[src/rtl/seg7_scan_decoder_if.sv]
// Bus bundle for the scanned 7-segment receiver: multiplexed display inputs and decoded frame outputs.
// The SEG7_DP_EN macro adds the active-low decimal point input and its per-digit frame mask.
interface seg7_scan_decoder_if #(
  parameter int unsigned NUM_DIGITS = 4
);
  logic [6:0]              seg;
  logic [NUM_DIGITS-1:0]   dig_sel;
  logic                    err_clr;
  logic [4*NUM_DIGITS-1:0] value;
  logic [NUM_DIGITS-1:0]   blank_mask;
  logic                    frame_valid;
  logic                    err;
`ifdef SEG7_DP_EN
  logic                    dp;
  logic [NUM_DIGITS-1:0]   dp_mask;

  modport master (output seg, dig_sel, err_clr, dp,
                  input  value, blank_mask, frame_valid, err, dp_mask);
  modport slave  (input  seg, dig_sel, err_clr, dp,
                  output value, blank_mask, frame_valid, err, dp_mask);
`else
  modport master (output seg, dig_sel, err_clr,
                  input  value, blank_mask, frame_valid, err);
  modport slave  (input  seg, dig_sel, err_clr,
                  output value, blank_mask, frame_valid, err);
`endif
endinterface

[src/rtl/seg7_scan_decoder.sv]
// Debounces a time-multiplexed active-low 7-segment bus and reassembles NUM_DIGITS hex nibbles per frame.
// Optional decimal-point capture is enabled with the SEG7_DP_EN macro.
module seg7_scan_decoder #(
  parameter int unsigned NUM_DIGITS    = 4,
  parameter int unsigned STABLE_CYCLES = 3
) (
  input  logic                 clk,
  input  logic                 reset_n,
  seg7_scan_decoder_if.slave   bus
);

  localparam int unsigned NW = 4 * NUM_DIGITS;
  localparam int unsigned CW = $clog2(STABLE_CYCLES + 1);
`ifdef SEG7_DP_EN
  localparam int unsigned SW = NUM_DIGITS + 8;
`else
  localparam int unsigned SW = NUM_DIGITS + 7;
`endif

  logic [SW-1:0]         in_c, samp_q;
  logic [CW-1:0]         cnt_q, cnt_nxt_c;
  logic                  changed_c, accept_c, onehot_c, multi_c;
  logic [3:0]            dec_nib_c;
  logic                  dec_ok_c, dec_blank_c;
  logic                  wr_c, err_evt_c, frame_done_c;
  logic [NUM_DIGITS-1:0] wr_mask_c;
  logic [NW-1:0]         wr_mask4_c;

  logic [NUM_DIGITS-1:0] seen_q, seen_nxt_c;
  logic [NW-1:0]         sh_val_q, sh_val_nxt_c;
  logic [NUM_DIGITS-1:0] sh_blank_q, sh_blank_nxt_c;
  logic [NW-1:0]         value_q;
  logic [NUM_DIGITS-1:0] blank_q;
  logic                  fv_q, err_q, err_nxt_c;

`ifdef SEG7_DP_EN
  logic [NUM_DIGITS-1:0] sh_dp_q, sh_dp_nxt_c, dp_mask_q;
  assign in_c = {bus.dig_sel, bus.dp, bus.seg};
`else
  assign in_c = {bus.dig_sel, bus.seg};
`endif

  // Debounce: an accept fires only on the edge where the run length first reaches STABLE_CYCLES
  always_comb begin
    changed_c = (in_c != samp_q);
    cnt_nxt_c = cnt_q;
    if (changed_c)
      cnt_nxt_c = CW'(1);
    else if (cnt_q != CW'(STABLE_CYCLES))
      cnt_nxt_c = cnt_q + CW'(1);
    accept_c = (cnt_nxt_c == CW'(STABLE_CYCLES)) && (changed_c || (cnt_q != CW'(STABLE_CYCLES)));
    onehot_c = $onehot(bus.dig_sel);
    multi_c  = (|bus.dig_sel) && !onehot_c;
  end

  // Inverse of the hex encoder table; all-off is blank, anything else is invalid
  always_comb begin
    dec_nib_c   = 4'h0;
    dec_ok_c    = 1'b1;
    dec_blank_c = 1'b0;
    case (bus.seg)
      7'b1000000: dec_nib_c = 4'h0;
      7'b1111001: dec_nib_c = 4'h1;
      7'b0100100: dec_nib_c = 4'h2;
      7'b0110000: dec_nib_c = 4'h3;
      7'b0011001: dec_nib_c = 4'h4;
      7'b0010010: dec_nib_c = 4'h5;
      7'b0000010: dec_nib_c = 4'h6;
      7'b1111000: dec_nib_c = 4'h7;
      7'b0000000: dec_nib_c = 4'h8;
      7'b0010000: dec_nib_c = 4'h9;
      7'b0001000: dec_nib_c = 4'hA;
      7'b0000011: dec_nib_c = 4'hB;
      7'b1000110: dec_nib_c = 4'hC;
      7'b0100001: dec_nib_c = 4'hD;
      7'b0000110: dec_nib_c = 4'hE;
      7'b0001110: dec_nib_c = 4'hF;
      7'b1111111: dec_blank_c = 1'b1;
      default:    dec_ok_c = 1'b0;
    endcase
  end

  genvar g;
  generate
    for (g = 0; g < NUM_DIGITS; g++) begin : g_mask
      assign wr_mask4_c[4*g +: 4] = {4{wr_mask_c[g]}};
    end
  endgenerate

  // Shadow/seen update; a completing frame clears seen in the same edge a new digit may land
  always_comb begin
    wr_c           = accept_c && onehot_c && dec_ok_c;
    err_evt_c      = accept_c && (multi_c || (onehot_c && !dec_ok_c));
    wr_mask_c      = wr_c ? bus.dig_sel : '0;
    frame_done_c   = &seen_q;
    seen_nxt_c     = (frame_done_c ? '0 : seen_q) | wr_mask_c;
    sh_val_nxt_c   = (sh_val_q & ~wr_mask4_c) | (wr_mask4_c & {NUM_DIGITS{dec_nib_c}});
    sh_blank_nxt_c = (sh_blank_q & ~wr_mask_c) | (wr_mask_c & {NUM_DIGITS{dec_blank_c}});
`ifdef SEG7_DP_EN
    sh_dp_nxt_c    = (sh_dp_q & ~wr_mask_c) | (wr_mask_c & {NUM_DIGITS{~bus.dp}});
`endif
    err_nxt_c      = err_q;
    if (err_evt_c)
      err_nxt_c = 1'b1;
    else if (bus.err_clr)
      err_nxt_c = 1'b0;
  end

  always_ff @(posedge clk or negedge reset_n) begin
    if (!reset_n) begin
      samp_q     <= '0;
      cnt_q      <= '0;
      seen_q     <= '0;
      sh_val_q   <= '0;
      sh_blank_q <= '0;
      value_q    <= '0;
      blank_q    <= '1;
      fv_q       <= 1'b0;
      err_q      <= 1'b0;
`ifdef SEG7_DP_EN
      sh_dp_q    <= '0;
      dp_mask_q  <= '0;
`endif
    end else begin
      samp_q     <= in_c;
      cnt_q      <= cnt_nxt_c;
      seen_q     <= seen_nxt_c;
      sh_val_q   <= sh_val_nxt_c;
      sh_blank_q <= sh_blank_nxt_c;
      fv_q       <= frame_done_c;
      err_q      <= err_nxt_c;
`ifdef SEG7_DP_EN
      sh_dp_q    <= sh_dp_nxt_c;
`endif
      if (frame_done_c) begin
        value_q   <= sh_val_q;
        blank_q   <= sh_blank_q;
`ifdef SEG7_DP_EN
        dp_mask_q <= sh_dp_q;
`endif
      end
    end
  end

  assign bus.value       = value_q;
  assign bus.blank_mask  = blank_q;
  assign bus.frame_valid = fv_q;
  assign bus.err         = err_q;
`ifdef SEG7_DP_EN
  assign bus.dp_mask     = dp_mask_q;
`endif

endmodule

[src/flat_wrapper.sv]
// flat-port wrapper written by rule: the top's interface ports become plain ports
module seg7_scan_decoder_flat 
#(
  parameter int unsigned NUM_DIGITS    = 4,
  parameter int unsigned STABLE_CYCLES = 3
)
  (clk, reset_n, bus_seg, bus_dig_sel, bus_err_clr, bus_value, bus_blank_mask, bus_frame_valid, bus_err);
  seg7_scan_decoder_if #(.NUM_DIGITS(NUM_DIGITS)) bus_i ();
  input  logic clk;
  input  logic reset_n;
  input wire logic [$bits(bus_i.seg)-1:0] bus_seg;
  input wire logic [$bits(bus_i.dig_sel)-1:0] bus_dig_sel;
  input wire logic [$bits(bus_i.err_clr)-1:0] bus_err_clr;
  output wire logic [$bits(bus_i.value)-1:0] bus_value;
  output wire logic [$bits(bus_i.blank_mask)-1:0] bus_blank_mask;
  output wire logic [$bits(bus_i.frame_valid)-1:0] bus_frame_valid;
  output wire logic [$bits(bus_i.err)-1:0] bus_err;
  assign bus_i.seg = bus_seg;
  assign bus_i.dig_sel = bus_dig_sel;
  assign bus_i.err_clr = bus_err_clr;
  assign bus_value = bus_i.value;
  assign bus_blank_mask = bus_i.blank_mask;
  assign bus_frame_valid = bus_i.frame_valid;
  assign bus_err = bus_i.err;
  seg7_scan_decoder #(.NUM_DIGITS(NUM_DIGITS), .STABLE_CYCLES(STABLE_CYCLES)) u_core (.clk(clk), .reset_n(reset_n), .bus(bus_i));
endmodule
[config.mk]
export PLATFORM = sky130hd
export DESIGN_NAME = seg7_scan_decoder_flat
export DESIGN_NICKNAME = d
export VERILOG_FILES = /design/src/rtl/seg7_scan_decoder_if.sv /design/src/rtl/seg7_scan_decoder.sv /design/src/flat_wrapper.sv
export SDC_FILE = /design/constraint.sdc
export NUM_CORES = 1
export LEC_CHECK = 0
export ABC_AREA = 0
export CAP_MARGIN = 20
export CELL_PAD_IN_SITES_DETAIL_PLACEMENT = 0
export CELL_PAD_IN_SITES_GLOBAL_PLACEMENT = 1
export CORE_ASPECT_RATIO = 1.4
export CORE_UTILIZATION = 35
export CTS_CLUSTER_DIAMETER = 60
export DETAILED_ROUTE_END_ITERATION = 10
export GPL_ROUTABILITY_DRIVEN = 0
export HOLD_SLACK_MARGIN = 0.05
export PLACE_DENSITY = 0.75
export SETUP_SLACK_MARGIN = 0.3
export SYNTH_ARGS = -nofsm -noshare
export SYNTH_HDL_FRONTEND = slang
export SYNTH_SLANG_ARGS = --single-unit
[constraint.sdc]
create_clock -name clk -period 2 [get_ports clk]
set_input_delay 0.6 -clock clk [delete_from_list [all_inputs] [get_ports clk]]
set_output_delay 0.6 -clock clk [all_outputs]
set_load 0.05 [all_outputs]
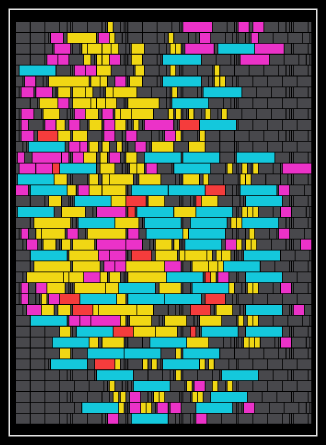
(images/cell_classes.png)
Scale: 4 px per µm. Fill, decap, tap and diode cells in grey.
| class | colour | cells | share of their area |
|---|---|---|---|
| clock drivers and dummy loads | red | 16 | 4.4% |
| flip-flops | cyan | 59 | 38% |
| all other logic | yellow | 179 | 37% |
| other buffers and delay cells | magenta | 85 | 20% |

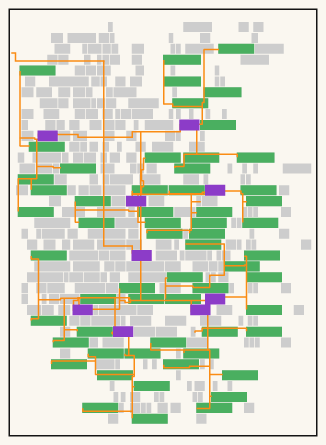
(images/clock_map.png)
Scale: 4 px per µm.
[flip-flops] green | count: 59
[cells driving clock nets] purple | count: 9
[clock wires] orange | length: 752 µm
routed clock nets: 10

==> run summary <==
Physical implementation

The flow ran to the end, but the final reports show violations. The final reports fail on negative setup slack. The number of warnings printed during yosys synthesis is 0. The yosys stat cell total is 251. The final core utilization is 53.9%.

The maximum number of pins on one net before global-route repair is 60. For the final routed database, the setup TNS stands at -8.87 ns. The critical path's slowest cell is fa_1.

In the routed design, unresolved DRC markers number 0. The kind of launch point of the worst setup path is an input pin. The cell internal power dissipation is 1900 µW.

172 cells are multi-input combinational gates. The total global routing overflow is 0. The part of the total power dissipated in sequential elements is 48.3%. STA reports the tightest min-delay check as being of type in2async.

The total power draw is 2510 µW. TritonCTS built the clock tree. The buffering overhead is 19.5%. The wire length of the first global-routing pass is 10,600 µm. The layout buffer count excluding clock buffers is 85. The startpoint of the most critical setup path is bus_dig_sel[2].

For this design, the CTS-stage hold fixing added 0 buffers. Counting flops with an async set or reset pin after synthesis yields a share of 100%. The number of placed I/O pins is 36.

The worst setup margin is -0.425 ns. By count the netlist is led by nand2_1 (73), dfrtp_1 (55), mux2_2 (20). The number of nets with antenna violations after detailed routing is 0. The antenna diode count is 0. The timing report gives the clock slew at the launch and capture registers of the worst setup and hold paths as 0.06 ns. The number of distinct library cell variants in the gate-level netlist after synthesis is 40. TritonCTS reports the number of clock sinks as 59.

Per STA, the highest per-stage delay on the worst path measures 0.49 ns. The minimum period implied by the final worst setup slack is 2.42 ns. All stages included, the depth of the critical timing path comes to 11. The main flop type is dfrtp_1. Timing analysis after detailed placement gives a worst setup slack of -1.31 ns.

The sequential share of cell area is 36.9%. STA shows the worst reg2reg path with a cell count of 7. The total number of placement rows is 37. Looking at the clock tree report, the maximum root-to-sink buffer count equals 2.

Summing every instance area after synthesis gives 0.00272 mm². Along the worst path, the maximum fanout reaches 6. Per the finish-stage timing summary, setup violations number 25.

The clock buffer and inverter area fraction after layout is 4.30%. The fraction of the core area occupied by cells at floorplan is 36.5%.
==> power groups by stage <==
stage	sequential (µW)	combinational, µW	clock [µW]
after global routing	1210	372	1030
after floorplan	1230	128	0
after detailed placement	1230	267	0
final	1210	342	954
after CTS	1210	324	976
after global placement	1230	264	0
==> metal layers <==
| layer | vias up | global-route usage [%] | part of all wire (%) |
|---|---|---|---|
| li1 | 1017 | - | - |
| met1 | 997 | 20.5 | 42 |
| met2 | 41 | 28.1 | 53 |
| met3 | 8 | 4.72 | 3.3 |
| met4 | 0 | 7.97 | 1.6 |
| met5 | - | 0 | 0 |
==> cell families (layout without fill, tap and decap cells) <==
group / Yosys count / in the layout / share of synthesized area (%)
xor+xnor: 13 / 13 / 4.19
flops: 59 / 59 / 54.5
fa+ha+maj: 6 / 6 / 3.04
mux: 20 / 20 / 8.29
compound gates: 22 / 22 / 7.14
simple gates: 111 / 111 / 19.5
buf+inv: 20 / 108 / 3.36
==> final timing paths <==
path | end | slack, ns
min in group clk | u_core.bus.value[1] | 0.46
max in group asynchronous | u_core.bus.blank_mask[3] | 1.44
setup / recovery | flip-flop | -0.42
hold / removal | u_core.bus.frame_valid | 0.26
setup reg to reg | flip-flop | 0.02
hold reg to reg | u_core.bus.value[1] | 0.46
==> stage by stage <==
step / hold slack [ns] / std cells
floorplan: 0.304 / 251
global placement: 0.450 / 408
detailed placement: 0.454 / 408
CTS: 0.263 / 432
global route: 0.266 / 436
finish: 0.255 / 436
==> worst register-to-register path, stage by stage, from the launching register on <==
cell and delay, ns:
dfrtp_1 0.38, xnor2_1 0.16, nand4_1 0.23, nor4_4 0.32, buf_6 0.18, o2111ai_4 0.14
buf_12 0.17, mux2_4 0.29
Power is estimated from default activity; no workload was simulated.
